## src/rtl/bru_pkg.sv

```systemverilog
// bru_pkg: shared types, constants and branch-condition helpers for bru_pipe
package bru_pkg;
  typedef enum logic [1:0] {
    OP_NONE = 2'b00,
    OP_BR   = 2'b01,
    OP_JAL  = 2'b10,
    OP_JALR = 2'b11
  } bru_op_e;
  typedef enum logic [2:0] {
    F3_BEQ  = 3'b000,
    F3_BNE  = 3'b001,
    F3_BLT  = 3'b100,
    F3_BGE  = 3'b101,
    F3_BLTU = 3'b110,
    F3_BGEU = 3'b111
  } br_funct3_e;
  typedef struct packed {
    bru_op_e    op;
    logic [2:0] funct3;
    logic       less;
    logic       equal;
    logic       pred_taken;
  } bru_s1_t;
  localparam int unsigned LINK_OFFSET = 4;
  function automatic logic br_illegal(input logic [2:0] f3);
    return f3[2:1] == 2'b01;
  endfunction
  function automatic logic br_cond(input logic [2:0] f3, input logic less, input logic equal);
    return (f3[2] ? less : equal) ^ f3[0];
  endfunction
endpackage

```

## src/rtl/bru_pipe_if.sv

```systemverilog
// bru_pipe_if: handshake, operand and result bundle of the branch resolution unit
interface bru_pipe_if #(parameter int XLEN = 32, parameter int CNT_W = 32);
  logic             i_flush, i_valid, o_ready;
  logic [1:0]       i_op;
  logic [2:0]       i_funct3;
  logic [XLEN-1:0]  i_pc, i_imm, i_rs1, i_rs2;
  logic             i_pred_taken;
  logic [XLEN-1:0]  i_pred_target;
  logic             o_valid, i_ready;
  logic             o_taken, o_mispredict, o_illegal, o_br_less, o_br_equal;
  logic [XLEN-1:0]  o_target, o_link, o_redirect_pc;
  logic [CNT_W-1:0] o_cnt_branch, o_cnt_mispred;
  modport master (
    output i_flush, i_valid, i_op, i_funct3, i_pc, i_imm, i_rs1, i_rs2,
           i_pred_taken, i_pred_target, i_ready,
    input  o_ready, o_valid, o_taken, o_mispredict, o_illegal, o_br_less, o_br_equal,
           o_target, o_link, o_redirect_pc, o_cnt_branch, o_cnt_mispred
  );
  modport slave (
    input  i_flush, i_valid, i_op, i_funct3, i_pc, i_imm, i_rs1, i_rs2,
           i_pred_taken, i_pred_target, i_ready,
    output o_ready, o_valid, o_taken, o_mispredict, o_illegal, o_br_less, o_br_equal,
           o_target, o_link, o_redirect_pc, o_cnt_branch, o_cnt_mispred
  );
endinterface

```

## src/rtl/bru_cmp.sv

```systemverilog
// bru_cmp: signed/unsigned less and full-width equal from one XLEN+1-bit subtraction
module bru_cmp #(parameter int XLEN = 32) (
  input  logic [XLEN-1:0] a,
  input  logic [XLEN-1:0] b,
  input  logic            uns,
  output logic            less,
  output logic            equal
);
  logic [XLEN:0] diff;
  assign diff  = {1'b0, a} + {1'b0, ~b} + {{XLEN{1'b0}}, 1'b1};
  assign less  = uns ? !diff[XLEN] : (a[XLEN-1] == b[XLEN-1] ? diff[XLEN-1] : a[XLEN-1]);
  assign equal = a == b;
endmodule

```

## src/rtl/bru_pipe.sv

```systemverilog
// bru_pipe: two-stage branch resolution unit with redirect; BRU_PERF_CNT_EN builds the perf counters
module bru_pipe
  import bru_pkg::*;
#(
  parameter int XLEN  = 32,
  parameter int CNT_W = 32
) (
  input logic       i_clk,
  input logic       i_reset,
  bru_pipe_if.slave bus
);
  bru_op_e         op_in;
  logic            less, equal, s2_adv, kill, accept;
  logic            s1_valid_q, s2_valid_q;
  bru_s1_t         s1_q;
  logic [XLEN-1:0] s1_target_q, s1_link_q, s1_ptgt_q;
  logic [XLEN-1:0] target_d, link_d;
  logic            taken_d, illegal_d, mispred_d;
  logic            taken_q, mispred_q, illegal_q, less_q, equal_q;
  logic [XLEN-1:0] target_q, link_q, redirect_q;
  assign op_in  = bru_op_e'(bus.i_op);
  assign s2_adv = !s2_valid_q || bus.i_ready;
  assign kill   = s2_valid_q && bus.i_ready && mispred_q;
  assign bus.o_ready = !bus.i_flush && !kill && (!s1_valid_q || s2_adv);
  assign accept = bus.i_valid && bus.o_ready;
  bru_cmp #(.XLEN(XLEN)) u_cmp (
    .a     (bus.i_rs1),
    .b     (bus.i_rs2),
    .uns   (bus.i_funct3 == F3_BLTU || bus.i_funct3 == F3_BGEU),
    .less  (less),
    .equal (equal)
  );
  // target/link for the incoming entry and the direction decision for the S1 entry
  always_comb begin
    link_d    = bus.i_pc + XLEN'(LINK_OFFSET);
    target_d  = op_in == OP_JALR ? (bus.i_rs1 + bus.i_imm) & ~XLEN'(1) :
                op_in == OP_NONE ? link_d : bus.i_pc + bus.i_imm;
    illegal_d = s1_q.op == OP_BR && br_illegal(s1_q.funct3);
    taken_d   = s1_q.op == OP_JAL || s1_q.op == OP_JALR ||
                (s1_q.op == OP_BR && !illegal_d && br_cond(s1_q.funct3, s1_q.less, s1_q.equal));
    mispred_d = taken_d != s1_q.pred_taken || (taken_d && s1_target_q != s1_ptgt_q);
  end
  // S1: compare flags, target, link and decode fields; wrong-path entry dropped on self-kill
  always_ff @(posedge i_clk or posedge i_reset) begin
    if (i_reset) begin
      s1_valid_q  <= 1'b0;
      s1_q        <= '0;
      s1_target_q <= '0;
      s1_link_q   <= '0;
      s1_ptgt_q   <= '0;
    end else begin
      if (bus.i_flush || kill) s1_valid_q <= 1'b0;
      else if (!s1_valid_q || s2_adv) s1_valid_q <= bus.i_valid;
      if (accept) begin
        s1_q        <= '{op: op_in, funct3: bus.i_funct3, less: less, equal: equal,
                         pred_taken: bus.i_pred_taken};
        s1_target_q <= target_d;
        s1_link_q   <= link_d;
        s1_ptgt_q   <= bus.i_pred_target;
      end
    end
  end
  // S2: registered decision and result, held while downstream stalls
  always_ff @(posedge i_clk or posedge i_reset) begin
    if (i_reset) begin
      s2_valid_q <= 1'b0;
      taken_q    <= 1'b0;
      mispred_q  <= 1'b0;
      illegal_q  <= 1'b0;
      less_q     <= 1'b0;
      equal_q    <= 1'b0;
      target_q   <= '0;
      link_q     <= '0;
      redirect_q <= '0;
    end else begin
      s2_valid_q <= !bus.i_flush && (s2_adv ? s1_valid_q && !kill : s2_valid_q);
      if (s2_adv && s1_valid_q) begin
        taken_q    <= taken_d;
        mispred_q  <= mispred_d;
        illegal_q  <= illegal_d;
        less_q     <= s1_q.less;
        equal_q    <= s1_q.equal;
        target_q   <= s1_target_q;
        link_q     <= s1_link_q;
        redirect_q <= taken_d ? s1_target_q : s1_link_q;
      end
    end
  end
  assign bus.o_valid       = s2_valid_q;
  assign bus.o_taken       = taken_q;
  assign bus.o_mispredict  = mispred_q;
  assign bus.o_illegal     = illegal_q;
  assign bus.o_br_less     = less_q;
  assign bus.o_br_equal    = equal_q;
  assign bus.o_target      = target_q;
  assign bus.o_link        = link_q;
  assign bus.o_redirect_pc = redirect_q;
`ifdef BRU_PERF_CNT_EN
  bru_op_e          op_q;
  logic             handoff;
  logic [CNT_W-1:0] cnt_br_q, cnt_mp_q;
  assign handoff = s2_valid_q && bus.i_ready && !bus.i_flush;
  // saturating counters over entries actually handed downstream
  always_ff @(posedge i_clk or posedge i_reset) begin
    if (i_reset) begin
      op_q     <= OP_NONE;
      cnt_br_q <= '0;
      cnt_mp_q <= '0;
    end else begin
      if (s2_adv && s1_valid_q) op_q <= s1_q.op;
      if (handoff && op_q != OP_NONE && cnt_br_q != '1) cnt_br_q <= cnt_br_q + CNT_W'(1);
      if (handoff && mispred_q && cnt_mp_q != '1) cnt_mp_q <= cnt_mp_q + CNT_W'(1);
    end
  end
  assign bus.o_cnt_branch  = cnt_br_q;
  assign bus.o_cnt_mispred = cnt_mp_q;
`else
  assign bus.o_cnt_branch  = '0;
  assign bus.o_cnt_mispred = '0;
`endif
endmodule
```

## src/flat_wrapper.sv

```systemverilog
// flat-port wrapper written by rule: the top's interface ports become plain ports
module bru_pipe_flat import bru_pkg::*;
#(
  parameter int XLEN  = 32,
  parameter int CNT_W = 32
)
  (i_clk, i_reset, bus_i_flush, bus_i_valid, bus_i_op, bus_i_funct3, bus_i_pc, bus_i_imm, bus_i_rs1, bus_i_rs2, bus_i_pred_taken, bus_i_pred_target, bus_i_ready, bus_o_ready, bus_o_valid, bus_o_taken, bus_o_mispredict, bus_o_illegal, bus_o_br_less, bus_o_br_equal, bus_o_target, bus_o_link, bus_o_redirect_pc, bus_o_cnt_branch, bus_o_cnt_mispred);
  bru_pipe_if #(.XLEN(XLEN), .CNT_W(CNT_W)) bus_i ();
  input logic i_clk;
  input logic i_reset;
  input wire logic [$bits(bus_i.i_flush)-1:0] bus_i_flush;
  input wire logic [$bits(bus_i.i_valid)-1:0] bus_i_valid;
  input wire logic [$bits(bus_i.i_op)-1:0] bus_i_op;
  input wire logic [$bits(bus_i.i_funct3)-1:0] bus_i_funct3;
  input wire logic [$bits(bus_i.i_pc)-1:0] bus_i_pc;
  input wire logic [$bits(bus_i.i_imm)-1:0] bus_i_imm;
  input wire logic [$bits(bus_i.i_rs1)-1:0] bus_i_rs1;
  input wire logic [$bits(bus_i.i_rs2)-1:0] bus_i_rs2;
  input wire logic [$bits(bus_i.i_pred_taken)-1:0] bus_i_pred_taken;
  input wire logic [$bits(bus_i.i_pred_target)-1:0] bus_i_pred_target;
  input wire logic [$bits(bus_i.i_ready)-1:0] bus_i_ready;
  output wire logic [$bits(bus_i.o_ready)-1:0] bus_o_ready;
  output wire logic [$bits(bus_i.o_valid)-1:0] bus_o_valid;
  output wire logic [$bits(bus_i.o_taken)-1:0] bus_o_taken;
  output wire logic [$bits(bus_i.o_mispredict)-1:0] bus_o_mispredict;
  output wire logic [$bits(bus_i.o_illegal)-1:0] bus_o_illegal;
  output wire logic [$bits(bus_i.o_br_less)-1:0] bus_o_br_less;
  output wire logic [$bits(bus_i.o_br_equal)-1:0] bus_o_br_equal;
  output wire logic [$bits(bus_i.o_target)-1:0] bus_o_target;
  output wire logic [$bits(bus_i.o_link)-1:0] bus_o_link;
  output wire logic [$bits(bus_i.o_redirect_pc)-1:0] bus_o_redirect_pc;
  output wire logic [$bits(bus_i.o_cnt_branch)-1:0] bus_o_cnt_branch;
  output wire logic [$bits(bus_i.o_cnt_mispred)-1:0] bus_o_cnt_mispred;
  assign bus_i.i_flush = bus_i_flush;
  assign bus_i.i_valid = bus_i_valid;
  assign bus_i.i_op = bus_i_op;
  assign bus_i.i_funct3 = bus_i_funct3;
  assign bus_i.i_pc = bus_i_pc;
  assign bus_i.i_imm = bus_i_imm;
  assign bus_i.i_rs1 = bus_i_rs1;
  assign bus_i.i_rs2 = bus_i_rs2;
  assign bus_i.i_pred_taken = bus_i_pred_taken;
  assign bus_i.i_pred_target = bus_i_pred_target;
  assign bus_i.i_ready = bus_i_ready;
  assign bus_o_ready = bus_i.o_ready;
  assign bus_o_valid = bus_i.o_valid;
  assign bus_o_taken = bus_i.o_taken;
  assign bus_o_mispredict = bus_i.o_mispredict;
  assign bus_o_illegal = bus_i.o_illegal;
  assign bus_o_br_less = bus_i.o_br_less;
  assign bus_o_br_equal = bus_i.o_br_equal;
  assign bus_o_target = bus_i.o_target;
  assign bus_o_link = bus_i.o_link;
  assign bus_o_redirect_pc = bus_i.o_redirect_pc;
  assign bus_o_cnt_branch = bus_i.o_cnt_branch;
  assign bus_o_cnt_mispred = bus_i.o_cnt_mispred;
  bru_pipe #(.XLEN(XLEN), .CNT_W(CNT_W)) u_core (.i_clk(i_clk), .i_reset(i_reset), .bus(bus_i));
endmodule
```

## config.mk

```make
export PLATFORM = sky130hd
export DESIGN_NAME = bru_pipe_flat
export DESIGN_NICKNAME = d
export VERILOG_FILES = /design/src/rtl/bru_pkg.sv /design/src/rtl/bru_pipe_if.sv /design/src/rtl/bru_cmp.sv /design/src/rtl/bru_pipe.sv /design/src/flat_wrapper.sv
export SDC_FILE = /design/constraint.sdc
export NUM_CORES = 1
export LEC_CHECK = 0
export CAP_MARGIN = 20
export CORE_MARGIN = 2
export CORE_UTILIZATION = 51
export DETAILED_ROUTE_END_ITERATION = 10
export PLACE_DENSITY = 0.86
export SYNTH_ARGS = -nofsm -noshare
export SYNTH_HDL_FRONTEND = slang
export SYNTH_SLANG_ARGS = --single-unit
```

## constraint.sdc

```tcl
create_clock -name i_clk -period 7.5 [get_ports i_clk]
set_clock_uncertainty 0.2 [all_clocks]
set_input_delay 0.75 -clock i_clk [delete_from_list [all_inputs] [get_ports i_clk]]
set_output_delay 0.75 -clock i_clk [all_outputs]
set_load 0.01 [all_outputs]
```

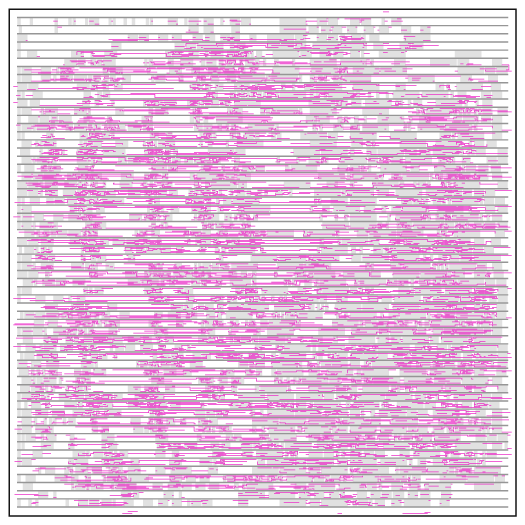
Fig. 1. M1 wires.
Scale: 3 px per um. Supply wires on this layer in grey.
share of all routed wire: 45%
longest straight run: 55.4 um
nets with wire on the layer: 1,784
wire length on this layer: 18,700 um

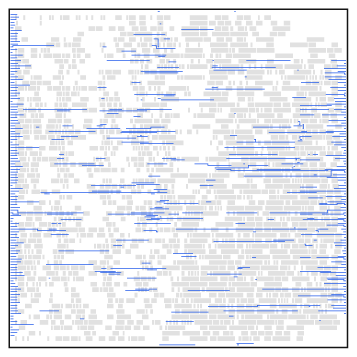
Fig. 2. The metal 3 layer.
Scale: 2 px per um.
share of all routed wire: 7.8%
main direction: horizontal
nets with wire on the layer: 342
longest straight run: 65.3 um
wire length on this layer: 3,250 um

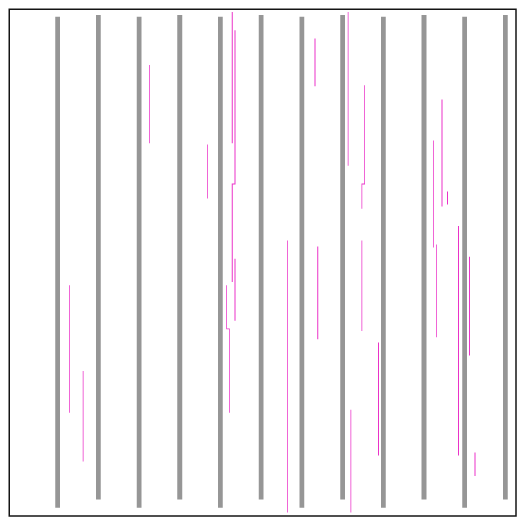
Fig. 3. Metal 4.
Scale: 3 px per um. Supply wires on this layer in grey.
longest straight run: 90.4 um
nets with wire on the layer: 20
main direction: vertical
Via Count: 12,000
Post-Route WL: 41.7 mm

## layout make-up
class                           count  share of cell area
Tap cell                          341              0.0249
Timing Repair Buffer              281               0.163
Multi-Input combinational cell   1184               0.460
Inverter                           53              0.0120
Clock buffer                       28              0.0321
Sequential cell                   207               0.302
Clock inverter                      7             0.00591
## metal layers
layer | part of all wire | track usage | vias up | routed length [um]
li1 | - | - | 5628 | -
met5 | 0 | 0 | - | 0
met3 | 0.078 | 0.0357 | 53 | 3250
met1 | 0.45 | 0.423 | 5774 | 18700
met4 | 0.021 | 0.0701 | 0 | 859
met2 | 0.45 | 0.466 | 568 | 18900
==> notes.md <==
impl run done, here's what came out: #FFs+latches synth between 200 and 250, top post-synthesis cells by count nand2_1, dfrtp_1, o21ai_0, fin. max-slew vios 0, f_max roughly 260 MHz, Hold Path End u_core.bus.o_redirect_pc[27]$_DFFE_PP0P_, family with the most delay on the worst path AND-OR/OR-AND gates, routed vias/inst ~5.7, fillers 2,159, cell total in the yosys stat output between 1,500 and 2,000, Adder Area Share 0.0897, R2R depth 7, CTS H-tree depth 1, Die H ~170 um, drt first pass iters 5, Hold Startpoint u_core.bus.o_redirect_pc[27]$_DFFE_PP0P_, Max Cap Viol 0, post-DR wirelength/cell roughly 20 um, Main logic family AND-OR/OR-AND gates, Crit. End Element flip-flop, drc violations 0, Synth Seq Share 0.376, Complex Gates by Area 0.158, most common logic cell in the routed design nand2_1, Comb area 7900 um2, GPL Wtd Cong between 0.8 and 0.9, Critical R2R Launch u_core.s1_valid_q$_DFFE_PP0P_, buffers added on ports ~270, crit path max-delay cell type clkdlybuf4s50_1, worst-path maximum fanout 4, P per Cell Area between 200 and 250 nW/um2, Power Internal about 2.7 mW, die area about 28,000 um2, final setup vio count 0, Tmin final 3.80 ns, largest net degree at the start of global routing approximately 130, post-cts sizing count 0, number of buffers created by CTS 20, Pwr top sequential cells, Clk network pwr share 0.245, number of standard cells in the layout, taps in and fillers out about 2,100, outcome finished clean, Synth Instances about 1,500, setup TNS 0 ns, # rows 60, post-synthesis xor/xnor area fraction 0.0705, aggregate global routing overflow 0, most frequent cells in the layout nand2_1, clkdlybuf4s50_1, dfrtp_1, Ys Warns 0, worst vdd ir 0.173 mV, initial DRC count 1,250, fp_density 0.516, combinational share of power 0.358, Seq. pwr around 1.6 mW, Seq pwr share 0.396, Distinct lib cells used around 79, Clock transition at path regs 0.07 ns, Synth-to-Final Area Change 24.4%, Tot GR Track Use 0.291, tool warnings 29, crit path from bus_i_imm[0], Worst EP required about 7.7 ns, RR Endpoint u_core.s1_target_q[24]$_DFFE_PP0P_, placed inst area between 15,000 and 20,000 um2, dpl ws roughly 3.2 ns, post-synth area from yosys stat between 10,000 and 15,000 um2, Std-Cell Core Area around 27,000 um2, synthesized area about 14,000 um2, Inserted Diodes 0, cycle use final 0.507, Finished Cell Area about 17,000 um2, Sw Pwr between 1 and 1.5 mW, final core utilization 0.642, vias in the first global route 11,700, final hold violations 0, Power Clock 1.01 mW, Hold Crit Class reg -> reg, Max-area cell share 0.376, and+or+nand+nor area frac 0.145, ANT nets after route 0, Synth mux share 0.0892, clk root buf clkbuf_16, unrepaired setup endpoints after global routing no
No activity file was given, so power comes from the tool's default toggle rates.
